==> config.mk <==
export PLATFORM = sky130hd
export DESIGN_NAME = truth_table_scanner_flat
export DESIGN_NICKNAME = d
export VERILOG_FILES = /design/src/rtl/truth_table_scanner_if.sv /design/src/rtl/truth_table_scanner.sv /design/src/flat_wrapper.sv
export SDC_FILE = /design/constraint.sdc
export NUM_CORES = 1
export LEC_CHECK = 0
export CAP_MARGIN = 20
export CORE_MARGIN = 2
export CORE_UTILIZATION = 42
export DETAILED_ROUTE_END_ITERATION = 8
export PLACE_DENSITY_LB_ADDON = 0.05
export SYNTH_ARGS = -nofsm -noshare
export SYNTH_HDL_FRONTEND = slang
export SYNTH_SLANG_ARGS = --single-unit
==> constraint.sdc <==
create_clock -name clk -period 1.4 [get_ports clk]
set_input_delay 0.21 -clock clk [delete_from_list [all_inputs] [get_ports clk]]
set_output_delay 0.21 -clock clk [all_outputs]
set_load 0.02 [all_outputs]
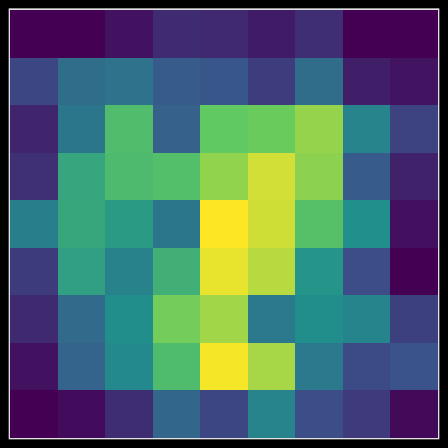
Figure 1: routed metal per tile.
9 x 9 tiles, from dark purple (low) to yellow (high), scaled to the fullest tile. Values are wire area over tile area, all layers added.
densest ninth of the die: center
tiles over half the peak: 31%
nearly empty tiles: 7.4%
fullest tile: 0.33
mean over tiles: 0.13
Total GRT Usage: 19.9%
Routed wire per std cell: 14.0 um
WL final: 1750 um
Vias: 707

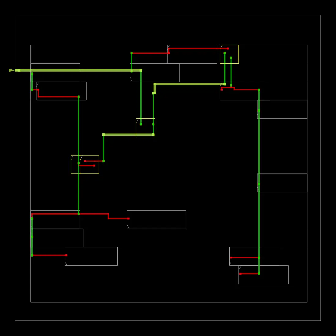
Figure 2: clock wiring as the flow saved it.
clk latency late pin: 0.28 ns
Seq Cell Count: 13
total CTS buffers: 3
Clock Power: 0.000233 W
clk_skew: 0.000655 ns

==> qor.yml <==
outcome:
  outcome: "finished, violations left"
  violations: "setup timing"
critical_path:
  end_kind: "flip-flop"
  critPathMaxFanout: 3
  cp.required_ns: 1.61
  arrival_ns: 1.68
  start_kind: "flip-flop"
  rr_worst_depth: 5
sta:
  max_freq_mhz: 679
  period_used_pct: 105
  period_minus_slack_ns: 1.47
  finalHoldViolations: 0
  setup_ws_ns: -0.0722
  setup_viol: 2
  worstMarginPinSlew_ns: 0.296
logic_synthesis:
  synth-area-yosys_um2: 714
  ys_seq_share_pct: 36.4
  syn-num-nets: 80
  syn_inst: 74
  ys_ff: 13
  syn_avg_cell_area_um2: 9.65
  ys_warn_count: 0
  ys_cells: 74
global_routing:
  grt_pass1_vias: 681
  antenna_found_initial: 0
  grt_pass1_wl_um: 2950
min_path:
  min_path_cells: 1
clock_tree:
  cts_tree: "built"
  cts_root_buffer: "clkbuf_4"
  clk_pin_slew_worst_paths_ns: 0.08
placement:
  port_buffers: 16
  hpwl_um: 1250
  dp.cells: 117
  gp_congestion: 0.778
routing:
  drc: 0
  drt_pass1_iterations: 4
  viasPerCell: 5.66
die:
  fp_util_pct: 45.8
  die_width_um: 45.2
power_and_ir_drop:
  peakVddDrop_uv: 482
final_layout:
  area_growth_pct: 50.1
  stdcell_count: 125
  design_area_um2: 1070
  most-common-layout-cells: "buf_4 (21), dfxtp_1 (10), dlygate4sd2_1 (9), nor2b_1 (5), o31ai_2 (5)"
  final_layout_size_suffix_gt1_share_pct: 45.0
  fin_util_pct: 68.8
## repair_timing
item | in CTS | in global routing
endpoints found under the setup margin | 18 | 8
gates resized | 26 | 13
pin swaps | 4 | 3
buffers inserted | 3 | 1
## per-stage QoR
stage | setup slack [ns] | setup TNS (ns) | total power, W
after floorplan | -0.138 | -0.342 | 0.000456
after global placement | -0.0615 | -0.331 | 0.000513
after detailed placement | -0.0977 | -0.508 | 0.000514
after CTS | -0.0935 | -0.116 | 0.000753
after global routing | -0.127 | -0.302 | 0.000791
final | -0.0722 | -0.0727 | 0.000748
## Yosys cell counts
cell       count  share of area (%)
nor3b_1        2                2.1
a21oi_1        3                2.1
or2_2          1               0.88
or4_1          1                1.1
dfxtp_1       13                 36
and4b_1        2                2.8
and3b_2        1                1.4
and3b_1        1                1.2
buf_6          1                1.6
a31o_2         2                2.5
nand4bb_1      2                3.2
nand3_1        1               0.70
o2bb2ai_1      1                1.2
and2_1         1               0.88
ha_1           2                3.5
and4bb_2       2                3.5
or3b_4         1                1.6
or3b_2         1                1.2
o31ai_1        8                8.4
nor3_1         2                1.4
and4_1         1                1.2
nor2_1         2                1.1
or3_1          1               0.88
nand2_1        2                1.1
a32o_1         2                2.8
and2b_1        1                1.1
a22o_1         2                2.5
nand2b_1       2                1.8
nor2b_1        5                4.4
nor4_1         2                1.8
mux2i_1        1                1.4
clkbuf_1       5                2.6
## per-layer routing
| layer | track usage [%] | share of wire, % | vias to the layer above |
|---|---|---|---|
| met5 | 0 | 0 | - |
| met4 | 7.06 | 0 | 0 |
| met3 | 6.00 | 3.4 | 0 |
| met2 | 30.9 | 48 | 15 |
| met1 | 26.2 | 49 | 333 |
| li1 | - | - | 359 |
## worst max-delay path, cell delays in order, from the launching register on
cell and delay (ns):
dfxtp_4 0.36, ha_2 0.18, ha_2 0.17, and2_4 0.16, or4_4 0.41, a21oi_2 0.13
## final cells by class
| cell class | count | area [um2] | share of cell area [%] |
|---|---|---|---|
| multi-input cells | 55 | 467 | 43.5 |
| repair buffers | 37 | 293 | 27.3 |
| well taps | 16 | 20.0 | 1.87 |
| clock buffers | 4 | 26.3 | 2.45 |
| flip-flops and latches | 13 | 267 | 24.9 |
## report_power, final
group	internal (W)	switching (W)	total [W]
Combinational	0.0000712	0.0000634	0.000135
Clock	0.000111	0.000122	0.000233
Sequential	0.000376	0.00000492	0.000381
Total	0.000558	0.000191	0.000748
## kinds of logic after synthesis
family	count (synthesis)	share of synthesized area, %
compound gates	18	19.4
fa+ha+maj	2	3.50
buf+inv	6	4.20
flops	13	36.4
mux	1	1.40
simple gates	34	35.0
Power and IR drop assume default switching activity.
